<file path="src/rtl/arch_state_scoreboard_pkg.sv">
// ---------------------------------------------------------------------------
// arch_state_scoreboard_pkg
// Shared types and constants for the end-of-test architectural state
// scoreboard: scan FSM states, the first-mismatch record, the reset polarity
// used by the codebase and the masked compare helper.
// ---------------------------------------------------------------------------
package arch_state_scoreboard_pkg;

  // Codebase reset: synchronous, active-high.
  localparam logic RST_ACTIVE = 1'b1;

  // Widths of the first-mismatch record. These match the widest checked
  // array (XLEN data, 32-entry register file index); narrower instances
  // zero-extend into the record.
  localparam int SCB_DATA_W = 32;
  localparam int SCB_IDX_W  = 5;

  typedef enum logic [1:0] {
    IDLE  = 2'd0,
    SCAN  = 2'd1,
    DRAIN = 2'd2,
    FIN   = 2'd3
  } scb_state_t;

  typedef struct packed {
    logic [SCB_IDX_W-1:0]  idx;
    logic [SCB_DATA_W-1:0] got;
    logic [SCB_DATA_W-1:0] exp;
  } scb_err_t;

  // A bit only counts as different when its mask bit is set, so an
  // all-zero mask can never produce a mismatch.
  function automatic logic masked_mismatch(input logic [SCB_DATA_W-1:0] got,
                                           input logic [SCB_DATA_W-1:0] exp_val,
                                           input logic [SCB_DATA_W-1:0] mask);
    return (((got ^ exp_val) & mask) != {SCB_DATA_W{1'b0}});
  endfunction

endpackage

</file>
<file path="src/rtl/arch_state_scoreboard_exp_table.sv">
// ---------------------------------------------------------------------------
// scb_exp_table
// DEPTH x {data, mask} expected-value table. Synchronous write, combinational
// read. Reset loads data = 0 and mask = all-ones (every bit compared).
// Ports:
//   clk, rst            clock, synchronous active-high reset
//   wr_en               write strobe (already qualified by the caller)
//   wr_idx/wr_data/wr_mask  write index, expected value, compare mask
//   rd_idx              read index
//   rd_data/rd_mask     expected value and mask at rd_idx
// ---------------------------------------------------------------------------
module scb_exp_table
  import arch_state_scoreboard_pkg::*;
#(
  parameter int DATA_W = 32,
  parameter int DEPTH  = 32,
  parameter int IDX_W  = 5
) (
  input  logic              clk,
  input  logic              rst,
  input  logic              wr_en,
  input  logic [IDX_W-1:0]  wr_idx,
  input  logic [DATA_W-1:0] wr_data,
  input  logic [DATA_W-1:0] wr_mask,
  input  logic [IDX_W-1:0]  rd_idx,
  output logic [DATA_W-1:0] rd_data,
  output logic [DATA_W-1:0] rd_mask
);

  logic [DATA_W-1:0] data_q [DEPTH];
  logic [DATA_W-1:0] data_d [DEPTH];
  logic [DATA_W-1:0] mask_q [DEPTH];
  logic [DATA_W-1:0] mask_d [DEPTH];

  // Next-state of the table: one entry replaced on a write.
  always_comb begin
    data_d = data_q;
    mask_d = mask_q;
    if (wr_en) begin
      data_d[wr_idx] = wr_data;
      mask_d[wr_idx] = wr_mask;
    end else begin
      data_d = data_q;
      mask_d = mask_q;
    end
  end

  // Table storage with reset initialisation.
  always_ff @(posedge clk) begin
    if (rst == RST_ACTIVE) begin
      for (int i = 0; i < DEPTH; i++) begin
        data_q[i] <= {DATA_W{1'b0}};
        mask_q[i] <= {DATA_W{1'b1}};
      end
    end else begin
      data_q <= data_d;
      mask_q <= mask_d;
    end
  end

  assign rd_data = data_q[rd_idx];
  assign rd_mask = mask_q[rd_idx];

endmodule

</file>
<file path="src/rtl/arch_state_scoreboard.sv">
// ---------------------------------------------------------------------------
// arch_state_scoreboard
// End-of-test checker: scans a DUT state array through a fixed-latency read
// port and compares every entry against a loadable expected table with
// per-bit masks. Reports pass/fail, the first mismatch and a saturating
// mismatch count.
// Ports:
//   clk, rst                      clock, synchronous active-high reset
//   exp_we/exp_idx/exp_data/exp_mask  expected-table write (IDLE only)
//   start                         begin a scan (accepted in IDLE only)
//   rd_en/rd_idx                  DUT read request, one index per cycle
//   rd_data                       DUT read data, RD_LAT cycles after rd_en
//   busy                          scan in progress (SCAN or DRAIN)
//   done                          one-cycle pulse, results valid
//   pass                          last completed scan had no mismatch
//   err_valid/err_idx/err_got/err_exp  first mismatch record
//   mismatch_cnt                  mismatches in last scan, saturating
// ---------------------------------------------------------------------------
module arch_state_scoreboard
  import arch_state_scoreboard_pkg::*;
#(
  parameter int DATA_W        = SCB_DATA_W,
  parameter int DEPTH         = 32,
  parameter int RD_LAT        = 1,
  parameter int CNT_W         = 8,
  parameter int STOP_ON_FIRST = 0,
  localparam int IDX_W        = $clog2(DEPTH)
) (
  input  logic              clk,
  input  logic              rst,
  input  logic              exp_we,
  input  logic [IDX_W-1:0]  exp_idx,
  input  logic [DATA_W-1:0] exp_data,
  input  logic [DATA_W-1:0] exp_mask,
  input  logic              start,
  output logic              rd_en,
  output logic [IDX_W-1:0]  rd_idx,
  input  logic [DATA_W-1:0] rd_data,
  output logic              busy,
  output logic              done,
  output logic              pass,
  output logic              err_valid,
  output logic [IDX_W-1:0]  err_idx,
  output logic [DATA_W-1:0] err_got,
  output logic [DATA_W-1:0] err_exp,
  output logic [CNT_W-1:0]  mismatch_cnt
);

  localparam logic [IDX_W-1:0] LAST_IDX = IDX_W'(DEPTH - 1);
  localparam logic [CNT_W-1:0] CNT_MAX  = {CNT_W{1'b1}};

  scb_state_t        state_q, state_d;
  logic [IDX_W-1:0]  ptr_q, ptr_d;
  logic [RD_LAT-1:0] pipe_vld_q, pipe_vld_d;
  logic [IDX_W-1:0]  pipe_idx_q [RD_LAT];
  logic [IDX_W-1:0]  pipe_idx_d [RD_LAT];
  logic [CNT_W-1:0]  cnt_q, cnt_d;
  scb_err_t          err_q, err_d;
  logic              err_valid_q, err_valid_d;
  logic              pass_q, pass_d;
  logic              done_q, done_d;
  logic              busy_q, busy_d;
  logic              rd_en_q, rd_en_d;

  logic              idx_ok_s;
  logic              tbl_we_s;
  logic [IDX_W-1:0]  cmp_idx_s;
  logic [DATA_W-1:0] tbl_data_s;
  logic [DATA_W-1:0] tbl_mask_s;
  logic              mismatch_s;
  logic              older_vld_s;

  // Out-of-range table writes only exist when DEPTH is not a power of two.
  if ((1 << IDX_W) == DEPTH) begin : g_idx_full
    assign idx_ok_s = 1'b1;
  end else begin : g_idx_part
    assign idx_ok_s = (exp_idx < IDX_W'(DEPTH));
  end

  assign tbl_we_s  = exp_we && (state_q == IDLE) && idx_ok_s;
  assign cmp_idx_s = pipe_idx_q[RD_LAT-1];

  scb_exp_table #(
    .DATA_W (DATA_W),
    .DEPTH  (DEPTH),
    .IDX_W  (IDX_W)
  ) u_exp_table (
    .clk     (clk),
    .rst     (rst),
    .wr_en   (tbl_we_s),
    .wr_idx  (exp_idx),
    .wr_data (exp_data),
    .wr_mask (exp_mask),
    .rd_idx  (cmp_idx_s),
    .rd_data (tbl_data_s),
    .rd_mask (tbl_mask_s)
  );

  // The oldest pipeline stage lines up with rd_data for that request.
  assign mismatch_s = pipe_vld_q[RD_LAT-1] &&
                      masked_mismatch(SCB_DATA_W'(rd_data),
                                      SCB_DATA_W'(tbl_data_s),
                                      SCB_DATA_W'(tbl_mask_s));

  // Any request still travelling behind the oldest stage keeps DRAIN alive.
  always_comb begin
    older_vld_s = 1'b0;
    for (int i = 0; i < RD_LAT - 1; i++) begin
      older_vld_s = older_vld_s | pipe_vld_q[i];
    end
  end

  // Scan FSM, read pipeline, comparator and result next-state logic.
  always_comb begin
    state_d     = state_q;
    ptr_d       = ptr_q;
    cnt_d       = cnt_q;
    err_d       = err_q;
    err_valid_d = err_valid_q;
    pass_d      = pass_q;
    pipe_idx_d  = pipe_idx_q;

    // A request enters the pipeline every SCAN cycle.
    pipe_vld_d[0] = (state_q == SCAN);
    pipe_idx_d[0] = ptr_q;
    for (int i = 1; i < RD_LAT; i++) begin
      pipe_vld_d[i] = pipe_vld_q[i-1];
      pipe_idx_d[i] = pipe_idx_q[i-1];
    end

    case (state_q)
      IDLE: begin
        if (start) begin
          state_d     = SCAN;
          ptr_d       = {IDX_W{1'b0}};
          cnt_d       = {CNT_W{1'b0}};
          err_d       = '0;
          err_valid_d = 1'b0;
          pass_d      = 1'b0;
        end else begin
          state_d = IDLE;
        end
      end
      SCAN: begin
        if (ptr_q == LAST_IDX) begin
          state_d = DRAIN;
        end else begin
          ptr_d = ptr_q + IDX_W'(1);
        end
      end
      DRAIN: begin
        if (!older_vld_s) begin
          state_d = FIN;
        end else begin
          state_d = DRAIN;
        end
      end
      FIN: begin
        state_d = IDLE;
      end
      default: begin
        state_d = IDLE;
      end
    endcase

    if (mismatch_s) begin
      if (cnt_q != CNT_MAX) begin
        cnt_d = cnt_q + CNT_W'(1);
      end else begin
        cnt_d = cnt_q;
      end
      if (!err_valid_q) begin
        err_valid_d = 1'b1;
        err_d.idx   = SCB_IDX_W'(cmp_idx_s);
        err_d.got   = SCB_DATA_W'(rd_data);
        err_d.exp   = SCB_DATA_W'(tbl_data_s);
      end else begin
        err_d = err_q;
      end
      // Abort: stop issuing and drop every read still in flight.
      if (STOP_ON_FIRST != 0) begin
        state_d    = FIN;
        pipe_vld_d = {RD_LAT{1'b0}};
      end else begin
        pipe_vld_d = pipe_vld_d;
      end
    end else begin
      cnt_d = cnt_d;
    end

    // The verdict is taken from the count that includes the final compare.
    if (state_d == FIN) begin
      pass_d = (cnt_d == {CNT_W{1'b0}});
    end else begin
      pass_d = pass_d;
    end
  end

  assign done_d  = (state_d == FIN);
  assign busy_d  = (state_d == SCAN) || (state_d == DRAIN);
  assign rd_en_d = (state_d == SCAN);

  // State and result registers.
  always_ff @(posedge clk) begin
    if (rst == RST_ACTIVE) begin
      state_q     <= IDLE;
      ptr_q       <= {IDX_W{1'b0}};
      pipe_vld_q  <= {RD_LAT{1'b0}};
      for (int i = 0; i < RD_LAT; i++) begin
        pipe_idx_q[i] <= {IDX_W{1'b0}};
      end
      cnt_q       <= {CNT_W{1'b0}};
      err_q       <= '0;
      err_valid_q <= 1'b0;
      pass_q      <= 1'b0;
      done_q      <= 1'b0;
      busy_q      <= 1'b0;
      rd_en_q     <= 1'b0;
    end else begin
      state_q     <= state_d;
      ptr_q       <= ptr_d;
      pipe_vld_q  <= pipe_vld_d;
      pipe_idx_q  <= pipe_idx_d;
      cnt_q       <= cnt_d;
      err_q       <= err_d;
      err_valid_q <= err_valid_d;
      pass_q      <= pass_d;
      done_q      <= done_d;
      busy_q      <= busy_d;
      rd_en_q     <= rd_en_d;
    end
  end

  assign rd_en        = rd_en_q;
  assign rd_idx       = ptr_q;
  assign busy         = busy_q;
  assign done         = done_q;
  assign pass         = pass_q;
  assign err_valid    = err_valid_q;
  assign err_idx      = IDX_W'(err_q.idx);
  assign err_got      = DATA_W'(err_q.got);
  assign err_exp      = DATA_W'(err_q.exp);
  assign mismatch_cnt = cnt_q;

endmodule
</file>
<file path="config.mk">
export PLATFORM = sky130hd
export DESIGN_NAME = arch_state_scoreboard
export DESIGN_NICKNAME = d
export VERILOG_FILES = /design/src/rtl/arch_state_scoreboard_pkg.sv /design/src/rtl/arch_state_scoreboard_exp_table.sv /design/src/rtl/arch_state_scoreboard.sv
export SDC_FILE = /design/constraint.sdc
export NUM_CORES = 2
export LEC_CHECK = 0
export CAP_MARGIN = 40
export CORE_MARGIN = 4
export CORE_UTILIZATION = 50
export CTS_BUF_LIST = sky130_fd_sc_hd__clkbuf_8
export DETAILED_ROUTE_END_ITERATION = 10
export PLACE_DENSITY = 0.69
export SYNTH_ARGS = -nofsm -noshare
export SYNTH_HDL_FRONTEND = slang
export SYNTH_HIERARCHICAL = 1
export SYNTH_SLANG_ARGS = --single-unit
</file>
<file path="constraint.sdc">
create_clock -name clk -period 3.46 [get_ports clk]
set_clock_uncertainty 0.05 [all_clocks]
set_input_delay 0.692 -clock clk [delete_from_list [all_inputs] [get_ports clk]]
set_output_delay 0.692 -clock clk [all_outputs]
set_load 0.01 [all_outputs]
</file>
**Where the registers sit**

(1 px per um) Other sequential cells in the stronger grey, the rest of the logic in the fainter grey.
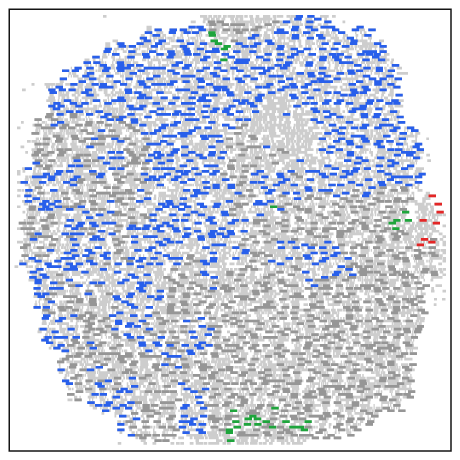
- blue: u_exp_table/mask_q (sequential cells 1,024)
- green: err_exp (sequential cells 32)
- red: mismatch_cnt (sequential cells 8; where right middle)
- not coloured: 1,079

**Routed clock nets over the placement**

(1 px per um)
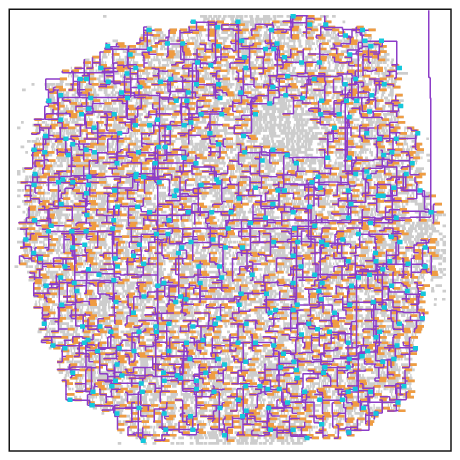
- purple: clock wires (length 27.7 mm)
- cyan: clock drivers (count 366)
- orange: flip-flops (count 2,143)
- routed clock nets: 367

**Congestion heat map**

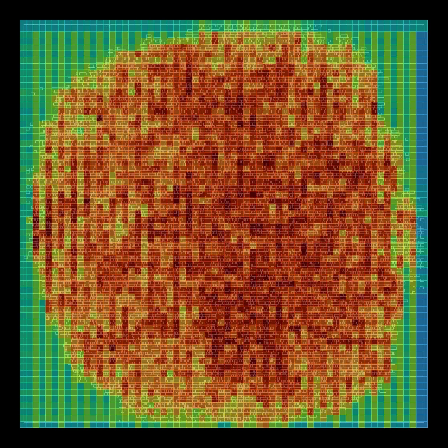
met3 Track Usage GR: 0.145
Global Route Usage Sum: 0.415

**The metal 3 layer**

(1 px per um) Cells faint in the background.
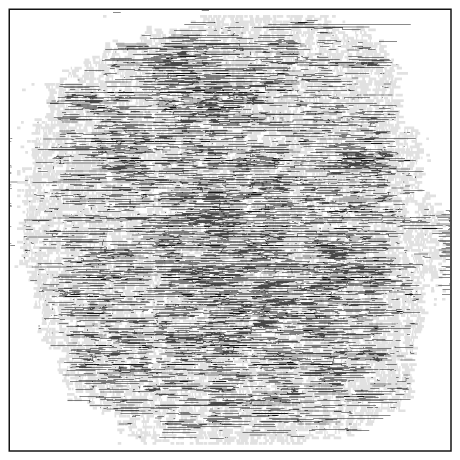
- wire length on this layer: 63.9 mm
- main direction: horizontal
- longest straight run: 201 um
- nets with wire on the layer: 1,240
routed via count: 90,000
final WL: 417 mm

==> flow_summary_export.csv <==
group,metric,value,unit
layout,comb_area,0.0465,mm2
setup_path,required,4.41,ns
routing,firstDrtPassIters,9,
layout,largest_class,"logic gates",
setup_path,slowest_delay,0.62,ns
clock_network,htreeDepth,5,
floorplan,io_pins,192,
layout,comb_area_frac,0.418,
min_path,hold_depth,2,
power,ir_worst_vdd,0.296,mV
synthesis,synth_top_cell_by_area,"dfxtp_1",
layout,seq_cell_count,2143,
routing,drc,0,
synthesis,simple_gate_share,0.273,
status,status,"finished, violations left",
min_path,min-delay-start,"rst",
synthesis,topCellsByArea,"dfxtp_1 46%, nand2_1 17%, nand3b_1 8.3%, mux4_2 7.3%, a21oi_1 5.6%",
power,internal_power,38300,uW
timing,finalSetupViolCount,79,
power,power_switching,12900,uW
timing,finalCriticalPeriod,4.71,ns
place,gp_congestion,0.968,
clock_network,cts_setup_buffers,38,
layout,final_layout_size_suffix_gt1_frac,0.156,
layout,fin_util,0.599,
setup_path,path_cells,"buf_12 > buf_12 > buf_4 > buf_4 > mux2i_1 > a22oi_1 > nand3_1 > nand4_1 > a22oi_2 > buf_4 > nand4_1 > nor4_4 > buf_6 > buf_6 > nor2_4 > nor2_4 > nor3_4 > buf_12 > buf_12 > buf_16 > a22o_1",
timing,tns,-90.69,ns
status,violations,"negative setup slack",
synthesis,synthAdderAreaFrac,0.000536,
timing,rsz0062_at_grt,"true",
timing,fin_ws,-1.25,ns
clock_network,cts_sinks,2143,
timing,slew_violations,0,
timing,slew_headroom,0.345,
timing,max_freq,0.212,GHz
Power is estimated from default activity; no workload was simulated.
